===== config.mk =====
export PLATFORM = sky130hd
export DESIGN_NAME = mem_wb_stage
export DESIGN_NICKNAME = d
export VERILOG_FILES = /design/src/rtl/mem_wb_stage.sv
export SDC_FILE = /design/constraint.sdc
export NUM_CORES = 1
export LEC_CHECK = 0
export ABC_AREA = 1
export CAP_MARGIN = 10
export CORE_UTILIZATION = 36
export DETAILED_ROUTE_END_ITERATION = 8
export DONT_BUFFER_PORTS = 1
export GPL_ROUTABILITY_DRIVEN = 0
export PLACE_DENSITY = 0.59
export REMOVE_ABC_BUFFERS = 1
export SLEW_MARGIN = 20
export SYNTH_ARGS = -nofsm -noshare
export SYNTH_HDL_FRONTEND = slang
export SYNTH_SLANG_ARGS = --single-unit

===== constraint.sdc =====
create_clock -name clk -period 1.8 [get_ports clk]
set_clock_uncertainty 0.1 [all_clocks]
set_input_delay 0.27 -clock clk [delete_from_list [all_inputs] [get_ports clk]]
set_output_delay 0.27 -clock clk [all_outputs]
set_load 0.05 [all_outputs]

===== src/rtl/mem_wb_stage.sv =====
// MEM->WB pipeline register with a 2-entry skid buffer, synchronous flush and x0 write squash.
// Optional stall counter output enabled by defining MEM_WB_STALL_CNT_EN.
module mem_wb_stage #(
   parameter int DATA_W      = 32,
   parameter int ADDR_W      = 5,
   parameter bit ZERO_SQUASH = 1'b1,
   parameter int CNT_W       = 32
) (
   input  logic              clk,
   input  logic              rst_n,
   input  logic              flush_i,
   input  logic              up_valid_i,
   output logic              up_ready_o,
   input  logic [DATA_W-1:0] up_data_i,
   input  logic [ADDR_W-1:0] up_waddr_i,
   input  logic              up_we_i,
   output logic              dn_valid_o,
   input  logic              dn_ready_i,
   output logic [DATA_W-1:0] dn_data_o,
   output logic [ADDR_W-1:0] dn_waddr_o,
`ifdef MEM_WB_STALL_CNT_EN
   output logic [CNT_W-1:0]  stall_cnt_o,
`endif
   output logic              dn_we_o
);

   logic              main_valid_q, main_valid_d;
   logic [DATA_W-1:0] main_data_q,  main_data_d;
   logic [ADDR_W-1:0] main_waddr_q, main_waddr_d;
   logic              main_we_q,    main_we_d;
   logic              skid_valid_q, skid_valid_d;
   logic [DATA_W-1:0] skid_data_q,  skid_data_d;
   logic [ADDR_W-1:0] skid_waddr_q, skid_waddr_d;
   logic              skid_we_q,    skid_we_d;
   logic              up_ready_q,   up_ready_d;

   logic accept;
   logic drain;
   logic in_we;

   assign accept = up_valid_i & up_ready_q;
   assign drain  = main_valid_q & dn_ready_i;
   // Writes to x0 are architecturally void, so drop the enable at capture time.
   assign in_we  = up_we_i & (!ZERO_SQUASH || (up_waddr_i != '0));

   always_comb begin
      main_valid_d = main_valid_q;
      main_data_d  = main_data_q;
      main_waddr_d = main_waddr_q;
      main_we_d    = main_we_q;
      skid_valid_d = skid_valid_q;
      skid_data_d  = skid_data_q;
      skid_waddr_d = skid_waddr_q;
      skid_we_d    = skid_we_q;

      if (flush_i) begin
         main_valid_d = 1'b0;
         skid_valid_d = 1'b0;
      end else if (skid_valid_q) begin
         // Ready is low whenever skid is occupied, so no accept can coincide here.
         if (drain) begin
            main_data_d  = skid_data_q;
            main_waddr_d = skid_waddr_q;
            main_we_d    = skid_we_q;
            skid_valid_d = 1'b0;
         end
      end else if (main_valid_q && !drain) begin
         if (accept) begin
            skid_valid_d = 1'b1;
            skid_data_d  = up_data_i;
            skid_waddr_d = up_waddr_i;
            skid_we_d    = in_we;
         end
      end else begin
         main_valid_d = accept;
         if (accept) begin
            main_data_d  = up_data_i;
            main_waddr_d = up_waddr_i;
            main_we_d    = in_we;
         end
      end

      up_ready_d = !skid_valid_d;
   end

   always_ff @(posedge clk or negedge rst_n) begin
      if (!rst_n) begin
         main_valid_q <= 1'b0;
         main_data_q  <= '0;
         main_waddr_q <= '0;
         main_we_q    <= 1'b0;
         skid_valid_q <= 1'b0;
         skid_data_q  <= '0;
         skid_waddr_q <= '0;
         skid_we_q    <= 1'b0;
         up_ready_q   <= 1'b1;
      end else begin
         main_valid_q <= main_valid_d;
         main_data_q  <= main_data_d;
         main_waddr_q <= main_waddr_d;
         main_we_q    <= main_we_d;
         skid_valid_q <= skid_valid_d;
         skid_data_q  <= skid_data_d;
         skid_waddr_q <= skid_waddr_d;
         skid_we_q    <= skid_we_d;
         up_ready_q   <= up_ready_d;
      end
   end

   assign up_ready_o = up_ready_q;
   assign dn_valid_o = main_valid_q;
   assign dn_data_o  = main_data_q;
   assign dn_waddr_o = main_waddr_q;
   assign dn_we_o    = main_we_q & main_valid_q;

`ifdef MEM_WB_STALL_CNT_EN
   logic [CNT_W-1:0] stall_cnt_q, stall_cnt_d;

   // Saturating count of cycles WB refused a presented beat; survives flush.
   always_comb begin
      stall_cnt_d = stall_cnt_q;
      if (main_valid_q && !dn_ready_i && (stall_cnt_q != {CNT_W{1'b1}}))
         stall_cnt_d = stall_cnt_q + 1'b1;
   end

   always_ff @(posedge clk or negedge rst_n) begin
      if (!rst_n) stall_cnt_q <= '0;
      else        stall_cnt_q <= stall_cnt_d;
   end

   assign stall_cnt_o = stall_cnt_q;
`endif

endmodule


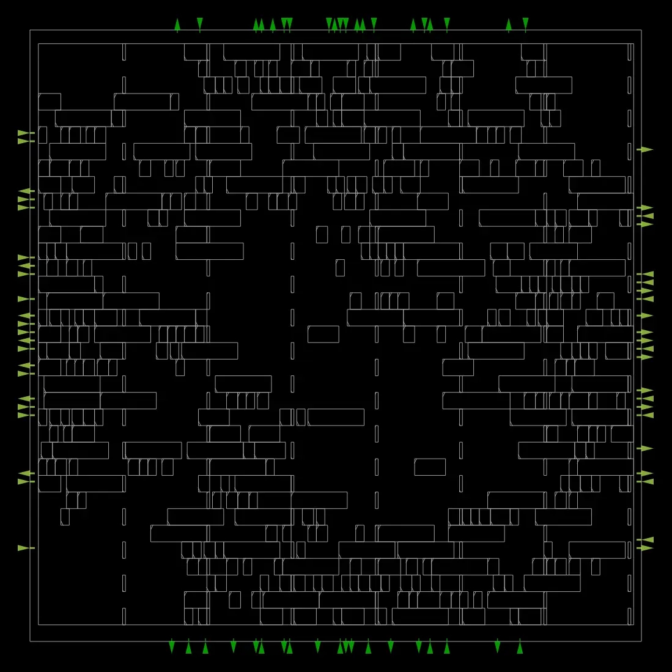
run_1/placed.png
placeable core region: 9284 um^2
filler cell count: 904
total number of tap cells: 129
register share of the cell area: 0.4830

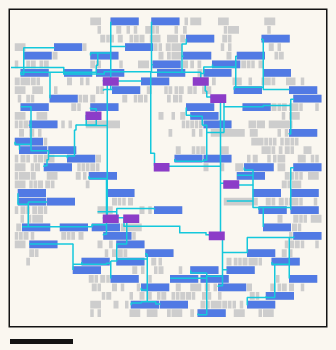
run_1/clock_wires.png
Bar = 20 um.
legend:
  blue:
    item: flip-flops
    count: 79
  purple:
    item: clock-net drivers
    count: 9
  cyan:
    item: clock wires
    length: 1,010 um
flops lie: spread over the die

==> summary.txt, run 1 <==
Results of the flow run.

The flow ran to the end, but the final reports show violations. The final reports fail on negative hold slack. The switching fraction of total power stands at 0.4007.

The longest clock path from root to sink contains 2 buffers. The share of total power dissipated in combinational logic is 0.153. The total wirelength of the detailed-routed design stands at approximately 7 mm. In this run the static leakage power is about 0.0021 uW.

The worst setup path is captured at a primary output. The final timing report counts setup violations totalling 0. Traced cell by cell, the critical path runs through buf_4 -> nand2_1 -> inv_1.

The core utilization before placement stands at 0.3737. The count of nets left with antenna violations once routing finished came out at 0. The H-tree depth stands at 3.

For the worst setup path, the data arrival time is between 1 and 1.5 ns. The chip width stands at between 100 and 150 um. Counting flops and latches in the post-synthesis netlist gives 79.

The clock network fraction of total power stands at 0.248. Measured on the finished design, the core utilization comes to 0.4411. The area taken by flip-flops and latches stands at around 2000 um^2. The global-route congestion overflow total stands at 0. In this run the mean area of a mapped cell was 8.762 um^2. For this design, the slowest cell found on the critical path is dfrtp_1. The final timing report lists a max-slew violation count of 0. The number of buffers inserted to repair setup after CTS stands at 0.

The measured slew at the worst slew-check pin stands at ~0.52 ns. The number of global-route vias before repair stands at between 2,000 and 2,500. The longest individual stage delay on the worst path stands at approximately 0.4 ns. Data on the critical path is required at its endpoint by 1.43 ns. The violation count after the first detailed-route iteration stands at approximately 93. The highest fanout seen on the critical path stands at 4. The most used flip-flop cell after synthesis is dfrtp_1. The worst hold margin stands at -0.4893 ns. The multi-input combinational cell area stands at ~1100 um^2.

For this run, design rule violations remaining after detail routing come to 0. By startpoint and endpoint, the worst setup path is classified as reg -> out. The timing-limited maximum frequency stands at 0.5867 GHz. The overall chip area stands at about 10,000 um^2.

The power density over the cells stands at ~1600 nW/um^2. The reported max-cap violation count stands at 0. By area the synthesized netlist is led by dfrtp_1 (56%), nand2_1 (14%), o21ai_0 (11%). STA classifies the critical path startpoint as a register. The synthesis-to-finish area growth stands at 18.03%. The half-perimeter wire length after detailed placement stands at around 4.4 mm. Of the cells placed in the final design, the portion with a size suffix greater than 1 is 0.08858.

The vertical extent of the die stands at roughly 100 um. The setup slack at placement stands at between 0.2 and 0.25 ns. The via density per instance stands at between 4 and 5. The number of gates given a new drive strength after cts stands at 0. For this sky-water flow run, the detailed-routed wirelength per cell is reported as 12.53 um. The final hold violation count recorded for this run is 79. The number of placed I/O pins stands at about 83. The worst hold path belongs to the class in -> async.

The worst path in the final design needs a cycle of around 1.7 ns, including I/O delays and setup.
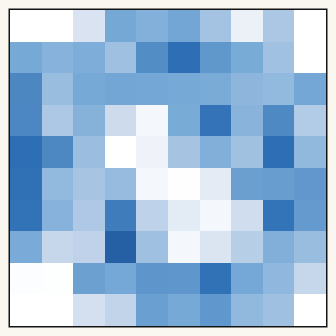
run_1/util_map.png
10 x 10 tiles, from white (low) to dark blue (high), 0 to 100% covered.
mean over tiles: 39%
emptiest ninth of the die: center
tiles over 75% full: 3.0%

[run 1: final cells by class]
| cell class | instances | area share |
|---|---|---|
| sequential | 79 | 0.4830 |
| multi-input combinational | 249 | 0.2802 |
| timing repair buffer | 42 | 0.09716 |
| inverter | 44 | 0.04033 |
| tap | 129 | 0.03941 |
| clock buffer | 12 | 0.03789 |
| clock inverter | 3 | 0.02200 |
[run 1: state kept, by name, summed over array words and instances (netlist names)]
name          count
dn_data_o        32
skid_data_q      32
dn_waddr_o        5
skid_waddr_q      5
dn_valid_o        1
main_we_q         1
skid_valid_q      1
skid_we_q         1
up_ready_o        1
[run 1: path summary, 6_finish.rpt]
| check | endpoint | start | depth (start not counted) | slack, ns |
|---|---|---|---|---|
| setup / recovery | dn_we_o | dn_valid_o | 3 | 0.1 |
| hold / removal | dn_data_o[10] | rst_n | 0 | -0.49 |
| setup reg to reg | dn_data_o[29] | up_ready_o | 8 | 0.23 |
| hold reg to reg | skid_waddr_q[0] | skid_waddr_q[0] | 2 | 0.38 |
| max in group asynchronous | up_ready_o | rst_n | 0 | 1.89 |
| min in group clk | skid_data_q[26] | up_data_i[26] | 2 | 0.01 |
[run 1: power by group through the flow]
stage	clock, uW	sequential, uW	combinational (uW)
floorplan	0	3810	743
global placement	0	3880	906
detailed placement	0	3910	949
CTS	1660	3880	1000
global route	1750	3960	1200
finish	1600	3870	988
[run 1: routing by layer]
layer,share of wire,vias up,track usage
li1,-,1308,-
met1,0.49,1163,0.2022
met2,0.44,62,0.2329
met3,0.051,11,0.03969
met4,0.020,0,0.06577
met5,0,-,0
[run 1: worst max-delay path: cells and delay by family, from the launching register on]
kind | cells | cell delay, ns
flops | 1 | 0.39
buf+inv | 2 | 0.54
simple gates | 1 | 0.06
[run 1: kinds of logic after synthesis]
group / after synthesis / share of synthesized area
AND-OR/OR-AND: 116 / 0.1792
buffers and inverters: 68 / 0.1031
AND/OR/NAND/NOR: 133 / 0.1475
flip-flops: 79 / 0.5701
[run 1: metrics by stage]
step                power (uW)  TNS [ns]  instances  instance area, um^2
floorplan                 4550    -51.86        372                 3277
global placement          4788         0        510                 3520
detailed placement        4855         0        510                 3520
CTS                       6537         0        558                 4095
global route              6904         0        558                 4095
finish                    6461         0        558                 4095
[run 1: cell usage in the layout (no fill, tap or decap), drive strengths merged]
cell type / n
a21oi: 3
buf: 9
bufinv: 3
clkbuf: 12
clkinv: 1
dfrtp: 78
dfstp: 1
dlygate4sd3: 33
inv: 43
nand2: 126
nand3: 1
nand4: 1
nor2: 5
o21ai: 113
==> run 2: changes to the inputs <==
--- a/config.mk
+++ b/config.mk
@@ -7,6 +7,7 @@
 export LEC_CHECK = 0
 export ABC_AREA = 1
 export CAP_MARGIN = 10
+export CORE_ASPECT_RATIO = 1.25
 export CORE_UTILIZATION = 36
 export DETAILED_ROUTE_END_ITERATION = 8
 export DONT_BUFFER_PORTS = 1
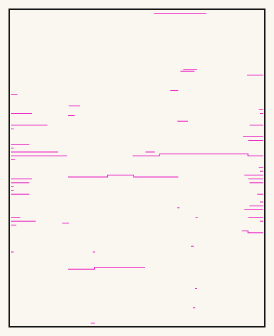
run_2/m3.png
wire length on this layer: 333 um
nets with wire on the layer: 45

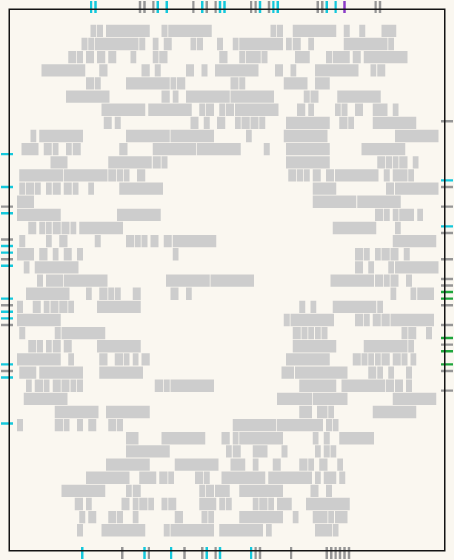
run_2/pinout.png
Pins as bars across the die edge, other pins in gray.
legend:
  purple:
    port: clk
    pins: 1
    direction: input
    edge: top
  cyan:
    port: up_data_i
    pins: 32
    direction: input
    edge: 12 left, 12 top, 6 bottom, 2 right
  green:
    port: up_waddr_i
    pins: 5
    direction: input
    edge: right

==> summary.txt, run 2 <==
Results of the flow run.

The synthesis report names the predominant flop master as dfrtp_1. In this run, synthesis produced a sequential element count of a little under 80. The cell-mix breakdown from Yosys lists the adder-cell area share as 0. After detailed placement, the design holds a cell count of 502.

The critical path required time stands at 1.43 ns. For reference, the top cells by area after synthesis are dfrtp_1 (56%), nand2_1 (14%), o21ai_0 (11%). Overall routing resource usage recorded by global route was 0.1446.

The number of global-route vias before repair stands at approximately 2,400. Along the critical path, the tally of buffer and inverter instances is 2. The routed layout has approximately 2,500 vias. Leaving out fill and tap cells, the most frequent cell in the layout is nand2_1. The share of cell area taken by muxes after synthesis stands at 0. For this run, asynchronously set or reset flops after synthesis account for 1.000.

The chip width stands at 89.81 um. The half-perimeter wire length after detailed placement stands at between 4 and 5 mm. In the final design database the tool counted approximately 440 nets. Summed over all cells, the static leakage comes to 0.002016 uW.

The endpoint arrival time on the critical path stands at about 1.3 ns. The area taken by flip-flops and latches stands at between 1500 and 2000 um^2. Of the total synthesized cell area, the portion taken by XOR and XNOR cells is 0. The global-route congestion overflow total stands at 0. The synthesized instance count stands at a little under 400. The ratio of cells with drive above 1 in the final layout stands at 0.09360.

The report lists the cells along the critical path as buf_4 -> nand2_1 -> inv_1. The post-detailed-route wirelength per cell stands at around 12 um. The number of gates given a new drive strength after cts stands at 0. The cell-mix breakdown from Yosys lists the compound-gate area share as 0.1792. Looking at the max-slew report, the worst-margin pin has a slew of between 0.5 and 0.6 ns. The top cell types in the final layout, fill and taps aside, are nand2_1 (125), dfrtp_1 (78), o21ai_0 (73). In this run, synthesis inferred 0 flip-flops with an integrated enable. The synthesized area per cell stands at 8.762 um^2. The worst path in the final design needs a cycle of ~1.7 ns, including I/O delays and setup.

The number of design rule violations left after detail routing stands at 0. Per the timing report, the most critical flop-to-flop path finishes at dn_data_o[30]. The worst-case vdd ir drop stands at around 0.75 mV. The overall chip area stands at approximately 10,000 um^2.

The cell-mix breakdown from Yosys lists the simple-gate area share as 0.1475. Per the final timing report, the hold violations number ~79. Among all stages on the critical path, the largest delay is contributed by dfrtp_1. Dividing the final minimum period by the clock period gives 0.9430.

The path class of the tightest hold or removal check is in -> async. The flow ran to the end, but the final reports show violations. The via density per instance stands at about 4.6. The count of different cell masters after synthesis stands at 18. The worst setup path is launched from a register. Based on the critical path, the design can be clocked at up to roughly 0.59 GHz.

As reported, the later end of the worst-skew pair has a clock insertion delay of about 0.33 ns. The total area inside the core boundary comes to slightly above 9000 um^2. In the final layout, the fill cell count is ~950.

The highest fanout seen on the critical path stands at 4. The largest buffer count on any clock path stands at 2. For reference, the top logic cell family by area is AND-OR/OR-AND gates. The routed design has around 6.6 mm of wire. The number of standard cells in the layout, taps in and fillers out stands at about 530. The overall power stands at roughly 6700 uW. The longest individual stage delay on the worst path stands at 0.39 ns. For this run, the register share of the synthesized area comes to 0.5701. Looking at the setup timing report, the critical path kind is reg -> out. In this run the number of H-tree levels came out at 3. On the critical path the largest part of the delay comes from buffers and inverters.

The power density over the cells stands at approximately 1700 nW/um^2. The worst hold margin stands at -0.4712 ns. The pre-CTS setup check shows a worst slack of about 0.30 ns. STA classifies the critical path endpoint as a primary output. The run reported a max-capacitance violation count of 0.

STA lists the startpoint of the worst register-to-register path as up_ready_o. The violation count after the first detailed-route iteration stands at about 160. The core utilization before placement stands at 0.3742.

The synthesis-to-finish area growth stands at 13.81%. The first-pass GRT wire length stands at between 10 and 15 mm. For flop-to-flop paths, the worst setup slack is ~0.3 ns. The setup violation total in the final timing report stands at 0.

Leaving out buffers and inverters, the combinational logic in the layout accounts for ~1100 um^2. In the final report, the number of pins over their slew limit comes to 0. The detail route stage leaves a number of antenna-violating nets equal to 0. The checks that failed: negative hold slack. The report puts the cell count of the worst reg-to-reg path at 8. For this run, the share of the core covered by cells in the final layout is 0.4259.

The number of placed I/O pins stands at ~83. Looking at the post-CTS report, the setup buffer insertion count equals 0. The vertical extent of the die stands at approximately 110 um. Per STA, the startpoint of the critical path is dn_valid_o. The cell sitting at the root of the clock tree is a clkbuf_16.

The number of buffers inserted by port buffering stands at 0. The fraction of post-synthesis cell area in the top cell type by area stands at 0.5626.
-- run 2: cell count changes in the layout (fill, tap and decap cells not counted), sizes merged --
cell and delta:
clkinvlp +1, buf -2, clkinv +3, dlygate4sd3 -22, clkbuf -1, bufinv -2
-- run 2: where the power goes --
part / internal [uW] / total [uW] / switching (uW) / leakage, uW
logic: 412 / 956 / 544 / 0.000877
registers: 2450 / 3870 / 1420 / 0.000988
clock network: 1150 / 1840 / 696 / 0.000152
-- run 2: layer usage --
metal	vias up	global-route usage	part of all wire
met1	1110	0.1580	0.44
met5	-	0	0
li1	1267	-	-
met4	0	0.08743	0.033
met2	62	0.2492	0.48
met3	16	0.04030	0.051
-- run 2: through the flow --
step,hold WS [ns],area [um^2],setup TNS (ns)
after CTS,-0.4828,3949,0
after detailed placement,-0.1243,3530,0
after global routing,-0.4898,3949,0
final,-0.4712,3949,0
after global placement,-0.1240,3530,0
after floorplan,-0.1256,3277,-51.86
-- run 2: worst register-to-register path, stage by stage, from the launching register on --
cell and delay, ns:
dfstp_2 0.53, nand2_1 0.04, inv_1 0.12, nand2_1 0.06
nand2_1 0.07, nand2_2 0.07, buf_12 0.21, nand2_1 0.10
o21ai_0 0.08
-- run 2: cell families after synthesis --
logic type	after synthesis
simple gates	133
compound gates	116
flops	79
buf+inv	68
-- run 2: worst max-delay path by stage --
stage / end / slack, ns / cells after the start
CTS: dn_we_o / 0.1 / 3
global placement: dn_data_o[30] / 0.33 / 8
floorplan: skid_data_q[10] / -0.83 / 3
global route: dn_we_o / 0.06 / 3
detailed placement: dn_data_o[30] / 0.30 / 8
finish: dn_we_o / 0.10 / 3
-- run 2: area by class of cell --
type                       count  share of cell area
inverter                      44             0.04182
sequential                    79              0.5010
clock inverter                 5             0.01426
timing repair buffer          18             0.05070
clock buffer                  11             0.06400
multi-input combinational    249              0.2893
tap                          123             0.03897
==> run 3: changes to the inputs <==
--- a/config.mk
+++ b/config.mk
@@ -6,6 +6,7 @@
 export NUM_CORES = 1
 export LEC_CHECK = 0
 export ABC_AREA = 1
+export ABC_CLOCK_PERIOD_IN_PS = 1800
 export CAP_MARGIN = 10
 export CORE_ASPECT_RATIO = 1.25
 export CORE_UTILIZATION = 36
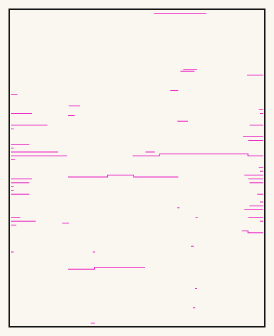
run_3/m3.png
main direction: horizontal
longest straight run: 31.3 um

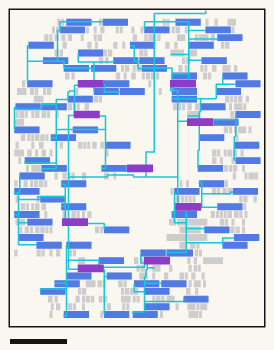
run_3/clock_wires.png
Bar = 20 um.
legend:
  purple:
    item: clock-net drivers
    count: 9
  cyan:
    item: clock wires
    length: 1,010 um
  blue:
    item: flip-flops
    count: 79
flops lie: spread over the die
routed clock nets: 10

==> summary.txt, run 3 <==
Results of the flow run.

The largest buffer count on any clock path stands at 2. The synthesized instance count is slightly below 400. The fraction of the cycle the final worst path needs stands at 0.9430. The fraction of post-synthesis cell area in the top cell type by area stands at 0.5626. The ratio of cells with drive above 1 in the final layout stands at 0.09360. The number of global-route vias before repair came to between 2,000 and 2,500. The number of cells traversed by the worst register-to-register path stands at 8. The critical path required time stands at approximately 1.4 ns.

The longest individual stage delay on the worst path stands at roughly 0.39 ns. Per the OpenROAD floorplan log, the area of the die is around 10,000 um^2. The number of buffers inserted to repair setup after CTS stands at 0. The net count reported at finish stands at ~440.

The utilization after layout stands at 0.4259. The violation count after the first detailed-route iteration stands at about 160. The DRC violation total left in the routed layout is recorded as 0.

In this run the static leakage power is approximately 0.0020 uW. The pin closest to its max-slew limit shows a slew of 0.5313 ns. The checks that failed: negative hold slack. The total wirelength of the detailed-routed design stands at between 6 and 7 mm. The first-pass GRT wire length stands at between 10 and 15 mm. The count of different cell masters after synthesis stands at 18. The count of endpoints failing hold in the final timing report stands at 79. The power density over the cells stands at ~1700 nW/um^2. The total routing resource utilization after global routing stands at 0.1446. For the finished layout, the period the worst path requires is between 1.5 and 2 ns. Per the timing report, the most critical flop-to-flop path finishes at dn_data_o[30].

Clock latency on the worst-skew pair, taken at its later pin, is 0.33 ns. Endpoints with negative setup slack in the final report add up to 0. TritonRoute output was used to compute an average wire per cell of approximately 12 um. The reported max-cap violation count stands at 0.

The timing-limited maximum frequency stands at 0.5891 GHz. Relative to the synthesized area, the layout overhead comes to 13.81%. The flow ran to the end, but the final reports show violations. The remaining antenna violation count stands at 0.

The layout report lists the multi-input gate area as roughly 1100 um^2. On the final layout, the worst hold slack is -0.4712 ns. The number of buffers inserted by port buffering stands at 0. After synthesis, the cell types taking the most area are dfrtp_1 (56%), nand2_1 (14%), o21ai_0 (11%). The number of gates given a new drive strength after cts stands at 0.
run 3: cell counts after synthesis:
No cell type changed its count.
run 3: cells by family after synthesis:
logic type	count (synthesis)	share of synthesized area
buffers and inverters	68	0.1031
and+or+nand+nor	133	0.1475
DFF	79	0.5701
AOI/OAI and AO/OA	116	0.1792
run 3: worst max-delay path by stage:
stage / slack [ns] / to / depth (start not counted) / startpoint
finish: 0.10 / dn_we_o / 3 / dn_valid_o
global route: 0.06 / dn_we_o / 3 / dn_valid_o
global placement: 0.33 / dn_data_o[30] / 8 / up_ready_o
floorplan: -0.83 / skid_data_q[10] / 3 / skid_valid_q
detailed placement: 0.30 / dn_data_o[30] / 8 / up_ready_o
CTS: 0.1 / dn_we_o / 3 / dn_valid_o
run 3: stage by stage:
stage	total power [uW]	instance area [um^2]	setup TNS (ns)	cells
finish	6668	3949	0	529
global route	7068	3949	0	529
CTS	6752	3949	0	529
detailed placement	4858	3530	0	502
global placement	4794	3530	0	502
floorplan	4550	3277	-51.86	372
run 3: layer usage:
layer	up-vias	global-route usage	wire [um]
met4	0	0.08743	216
met5	-	0	0
met3	16	0.04030	332
met2	62	0.2492	3142
li1	1267	-	-
met1	1110	0.1580	2869
run 3: final cells by class:
class | instances | share of cell area
Inverter | 44 | 0.04182
Tap cell | 123 | 0.03897
Multi-Input combinational cell | 249 | 0.2893
Timing Repair Buffer | 18 | 0.05070
Clock buffer | 11 | 0.06400
Sequential cell | 79 | 0.5010
Clock inverter | 5 | 0.01426
run 3: report_power, final:
part,switching [uW],internal (uW)
registers,1420,2450
clock network,696,1150
logic,544,412
total,2660,4010
No activity file was given, so power comes from the tool's default toggle rates.
